$ cat src/rtl/mem_port_arbiter.sv
// Shares the single memory port between instruction fetch and the ALU/Mem data access (data first).
// Define ARB_TIMEOUT_EN to abort BUSY accesses after TimeoutCycles cycles without mem_ready.
module mem_port_arbiter #(
    parameter int unsigned AddrW         = 32,
    parameter int unsigned DataW         = 16,
    parameter int unsigned TimeoutCycles = 255
) (
    input  logic             clk,
    input  logic             rst,
    input  logic             if_req,
    input  logic [AddrW-1:0] if_addr,
    output logic             if_ack,
    output logic [DataW-1:0] if_rdata,
    input  logic             dm_rd,
    input  logic             dm_wr,
    input  logic [15:0]      dm_addr,
    input  logic [DataW-1:0] dm_wdata,
    output logic             dm_ack,
    output logic [DataW-1:0] dm_rdata,
    output logic             mem_req,
    output logic             mem_we,
    output logic [AddrW-1:0] mem_addr,
    output logic [DataW-1:0] mem_wdata,
    input  logic             mem_ready,
    input  logic [DataW-1:0] mem_rdata,
    output logic             stall_fe,
    output logic             stall_mem,
    output logic             err_timeout
);

    if (TimeoutCycles < 1 || TimeoutCycles > 255) begin : g_bad_timeout
        $error("TimeoutCycles must be in 1..255");
    end

    typedef enum logic [1:0] {
        IDLE    = 2'd0,
        DM_BUSY = 2'd1,
        IF_BUSY = 2'd2
    } state_t;

    state_t             r_state, w_state_nxt;
    logic               r_mem_req, w_mem_req_nxt;
    logic               r_mem_we, w_mem_we_nxt;
    logic [AddrW-1:0]   r_mem_addr, w_mem_addr_nxt;
    logic [DataW-1:0]   r_mem_wdata, w_mem_wdata_nxt;
    logic               r_if_ack, w_if_ack_nxt;
    logic               r_dm_ack, w_dm_ack_nxt;
    logic [DataW-1:0]   r_if_rdata, w_if_rdata_nxt;
    logic [DataW-1:0]   r_dm_rdata, w_dm_rdata_nxt;
    logic               r_err_timeout, w_err_nxt;
    logic               w_dm_any;
    logic               w_timeout;

    assign w_dm_any = dm_rd | dm_wr;

`ifdef ARB_TIMEOUT_EN
    logic [7:0] r_cnt;

    // Held at zero in IDLE, so every BUSY entry starts from a cleared count.
    always_ff @(posedge clk or negedge rst) begin
        if (!rst) begin
            r_cnt <= '0;
        end else if (r_state == IDLE) begin
            r_cnt <= '0;
        end else if (!mem_ready) begin
            r_cnt <= r_cnt + 8'd1;
        end
    end

    assign w_timeout = (r_state != IDLE) &&
                       (({1'b0, r_cnt} + 9'd1) >= 9'(TimeoutCycles));
`else
    assign w_timeout = 1'b0;
`endif

    always_comb begin
        w_state_nxt     = r_state;
        w_mem_req_nxt   = r_mem_req;
        w_mem_we_nxt    = r_mem_we;
        w_mem_addr_nxt  = r_mem_addr;
        w_mem_wdata_nxt = r_mem_wdata;
        w_if_ack_nxt    = 1'b0;
        w_dm_ack_nxt    = 1'b0;
        w_if_rdata_nxt  = r_if_rdata;
        w_dm_rdata_nxt  = r_dm_rdata;
        w_err_nxt       = r_err_timeout;

        case (r_state)
            IDLE: begin
                if (w_dm_any) begin
                    w_mem_addr_nxt  = {{(AddrW-16){1'b0}}, dm_addr};
                    w_mem_we_nxt    = dm_wr;
                    w_mem_wdata_nxt = dm_wdata;
                    w_mem_req_nxt   = 1'b1;
                    w_state_nxt     = DM_BUSY;
                end else if (if_req) begin
                    w_mem_addr_nxt = if_addr;
                    w_mem_we_nxt   = 1'b0;
                    w_mem_req_nxt  = 1'b1;
                    w_state_nxt    = IF_BUSY;
                end
            end
            DM_BUSY: begin
                // mem_ready on the timeout edge still completes normally.
                if (mem_ready) begin
                    w_mem_req_nxt = 1'b0;
                    w_dm_ack_nxt  = 1'b1;
                    w_state_nxt   = IDLE;
                    if (!r_mem_we) begin
                        w_dm_rdata_nxt = mem_rdata;
                    end
                end else if (w_timeout) begin
                    w_mem_req_nxt  = 1'b0;
                    w_dm_ack_nxt   = 1'b1;
                    w_dm_rdata_nxt = '0;
                    w_err_nxt      = 1'b1;
                    w_state_nxt    = IDLE;
                end
            end
            IF_BUSY: begin
                if (mem_ready) begin
                    w_mem_req_nxt  = 1'b0;
                    w_if_ack_nxt   = 1'b1;
                    w_if_rdata_nxt = mem_rdata;
                    w_state_nxt    = IDLE;
                end else if (w_timeout) begin
                    w_mem_req_nxt  = 1'b0;
                    w_if_ack_nxt   = 1'b1;
                    w_if_rdata_nxt = '0;
                    w_err_nxt      = 1'b1;
                    w_state_nxt    = IDLE;
                end
            end
            default: begin
                w_state_nxt   = IDLE;
                w_mem_req_nxt = 1'b0;
            end
        endcase
    end

    always_ff @(posedge clk or negedge rst) begin
        if (!rst) begin
            r_state       <= IDLE;
            r_mem_req     <= 1'b0;
            r_mem_we      <= 1'b0;
            r_mem_addr    <= '0;
            r_mem_wdata   <= '0;
            r_if_ack      <= 1'b0;
            r_dm_ack      <= 1'b0;
            r_if_rdata    <= '0;
            r_dm_rdata    <= '0;
            r_err_timeout <= 1'b0;
        end else begin
            r_state       <= w_state_nxt;
            r_mem_req     <= w_mem_req_nxt;
            r_mem_we      <= w_mem_we_nxt;
            r_mem_addr    <= w_mem_addr_nxt;
            r_mem_wdata   <= w_mem_wdata_nxt;
            r_if_ack      <= w_if_ack_nxt;
            r_dm_ack      <= w_dm_ack_nxt;
            r_if_rdata    <= w_if_rdata_nxt;
            r_dm_rdata    <= w_dm_rdata_nxt;
            r_err_timeout <= w_err_nxt;
        end
    end

    assign mem_req     = r_mem_req;
    assign mem_we      = r_mem_we;
    assign mem_addr    = r_mem_addr;
    assign mem_wdata   = r_mem_wdata;
    assign if_ack      = r_if_ack;
    assign dm_ack      = r_dm_ack;
    assign if_rdata    = r_if_rdata;
    assign dm_rdata    = r_dm_rdata;
    assign err_timeout = r_err_timeout;

    assign stall_mem = w_dm_any & ~r_dm_ack;
    assign stall_fe  = stall_mem | (if_req & ~r_if_ack);

endmodule

$ cat config.mk
export PLATFORM = sky130hd
export DESIGN_NAME = mem_port_arbiter
export DESIGN_NICKNAME = d
export VERILOG_FILES = /design/src/rtl/mem_port_arbiter.sv
export SDC_FILE = /design/constraint.sdc
export NUM_CORES = 1
export LEC_CHECK = 0
export CORE_MARGIN = 2
export CORE_UTILIZATION = 30
export DETAILED_ROUTE_END_ITERATION = 6
export REMOVE_ABC_BUFFERS = 1
export SYNTH_ARGS = -nofsm -noshare
export SYNTH_HDL_FRONTEND = slang
export SYNTH_SLANG_ARGS = --single-unit
$ cat constraint.sdc
create_clock -name clk -period 1.8 [get_ports clk]
set_clock_uncertainty 0.05 [all_clocks]
set_input_delay 0.36 -clock clk [delete_from_list [all_inputs] [get_ports clk]]
set_output_delay 0.36 -clock clk [all_outputs]
set_load 0.005 [all_outputs]
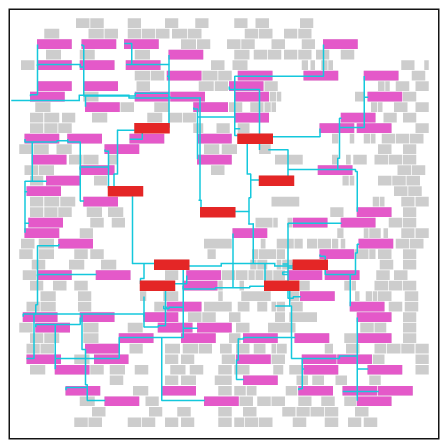
Fig. 1. Clock network drawn from the DEF.
[magenta] flip-flops | count: 86
[red] clock-net drivers | count: 9
[cyan] clock wires | length: 1130 um
flops lie	widely spread
routed clock nets	10

==> out/qor.csv <==
metric;value;unit
GRT Resource Usage Total;14.7;%
fin crit period;1.74;ns
DRC viols;0;
most common cell in the netlist;dfrtp_1;
CLK BUF;10;
die height;111;um
RSZ-0062 raised after global routing;no;
Syn Inst Count;240;
postcts setup bufs;0;
I/O pin count;173;
Worst-path clk slew;0.06;ns
Async SR Flop Fraction;100;%
VDD IR max;0.000633;V
fp util;30.4;%
min-delay src;mem_addr[12];
vias in the first global route;2841;
Area Growth Syn to Fin;66.5;%
Worst R2R Path Depth;5;
metal3 WL;591;um
fin util;50.6;%
Synth top cells by count;dfrtp_1 (86), mux2_2 (48), nand2_1 (20);
inverters;4;
Ys Warns;0;
placement row count;39;
Complex Gates by Area;8.62;%
GRT busiest layer;met2;
EDFF count, synth;0;
Sequential Area;0.00215;mm2
Simple-Gate Fraction of Synth Area;3.40;%
final setup violation count;0;
Seq share, synth;62.8;%
Combinational Area;0.00116;mm2
DPL Wire Length;6.48;mm
worst setup margin;0.0642;ns
fin crit share;96.4;%
CTS buffer count;9;
M1 wire length;3.80;mm
Hold Path End;mem_addr[12];
Max Freq;576;MHz
Min Hold Slack;0.429;ns
dominant logic cell type in the layout;clkdlybuf4s50_1;
Crit. End Element;output port;
number of port buffers;171;
Max-Cap Viols;0;
fin. max-slew vios;0;
final wirelength;8.79;mm
Yosys chip area;0.00342;mm2
status;completed;
placed cell area;0.00541;mm2
residual overflow from global routing;0;
FA/HA/MAJ Cells, Area Fraction;1.10;%
flip-flops;86;
final cell count without fillers;574;
CP Launch Type;input port;
antenna diode instance count;0;
core footprint;0.0113;mm2
dominant synthesized flop cell;dfrtp_1;
fillcell total;1008;
Clk Latency, worst-skew pair;0.33;ns
area leader, netlist;dfrtp_1;
Area leader share;62.8;%
nets;515;
Max clock buf depth;2;
met1 global-route usage;18.6;%
cts repair resizes;3;
Post-synth mux share;20.5;%
Signal buffers;189;
WS Path Type;in -> out;
Logic Gate Count;136;
DR vias/cell;4.46;
Seq area share;37.7;%
Synth cell types;25;
met3 GRT Util;4.70;%
P_leak;2.44;nW
Hold Crit Class;reg -> reg;
first-pass GRT wire length;14.6;mm
Reg2Reg Setup Slack;0.23;ns
Finished Cell Area;0.00570;mm2
DR top layer;met4;
crit path to;stall_fe;
yosys cell count;240;
routed len/inst;15.3;um
Synth Cell Area;0.00342;mm2
Final Hold Fails;0;
RR Startpoint;r_state[0];
top cells by area;dfrtp_1 (63%), mux2_2 (16%), mux2i_1 (4.7%);
largest net degree at the start of global routing;46;
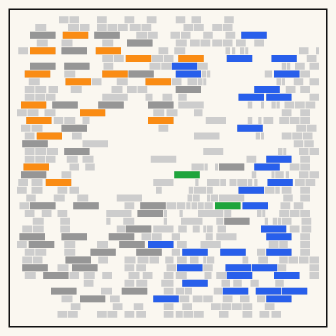
Fig. 2. Where the registers sit.
Other sequential cells in the stronger grey, the rest of the logic in the fainter grey.
colour	name in the netlist	sequential cells
blue	`mem_addr`	32
orange	`if_rdata`	16
green	`r_state`	2
not coloured	36

[registers in the layout, summed over array words and instances, names as in the netlist]
| name | flops |
|---|---|
| mem_addr | 32 |
| r_state | 2 |
| dm_rdata | 16 |
| mem_req | 1 |
| if_ack | 1 |
| mem_we | 1 |
| if_rdata | 16 |
| mem_wdata | 16 |
| dm_ack | 1 |
[power breakdown]
group / leakage (nW) / total [mW] / switching [mW] / internal, mW
sequential: 1.06 / 3.24 / 0.438 / 2.80
clock: 0.129 / 1.71 / 0.766 / 0.943
combinational: 1.25 / 3.83 / 1.29 / 2.55
[critical path, cell delays in order]
cell,delay [ns]
clkdlybuf4s50_1,0.53
nor2_4,0.06
o22ai_1,0.13
clkdlybuf4s15_1,0.24
Power is estimated from default activity; no workload was simulated.
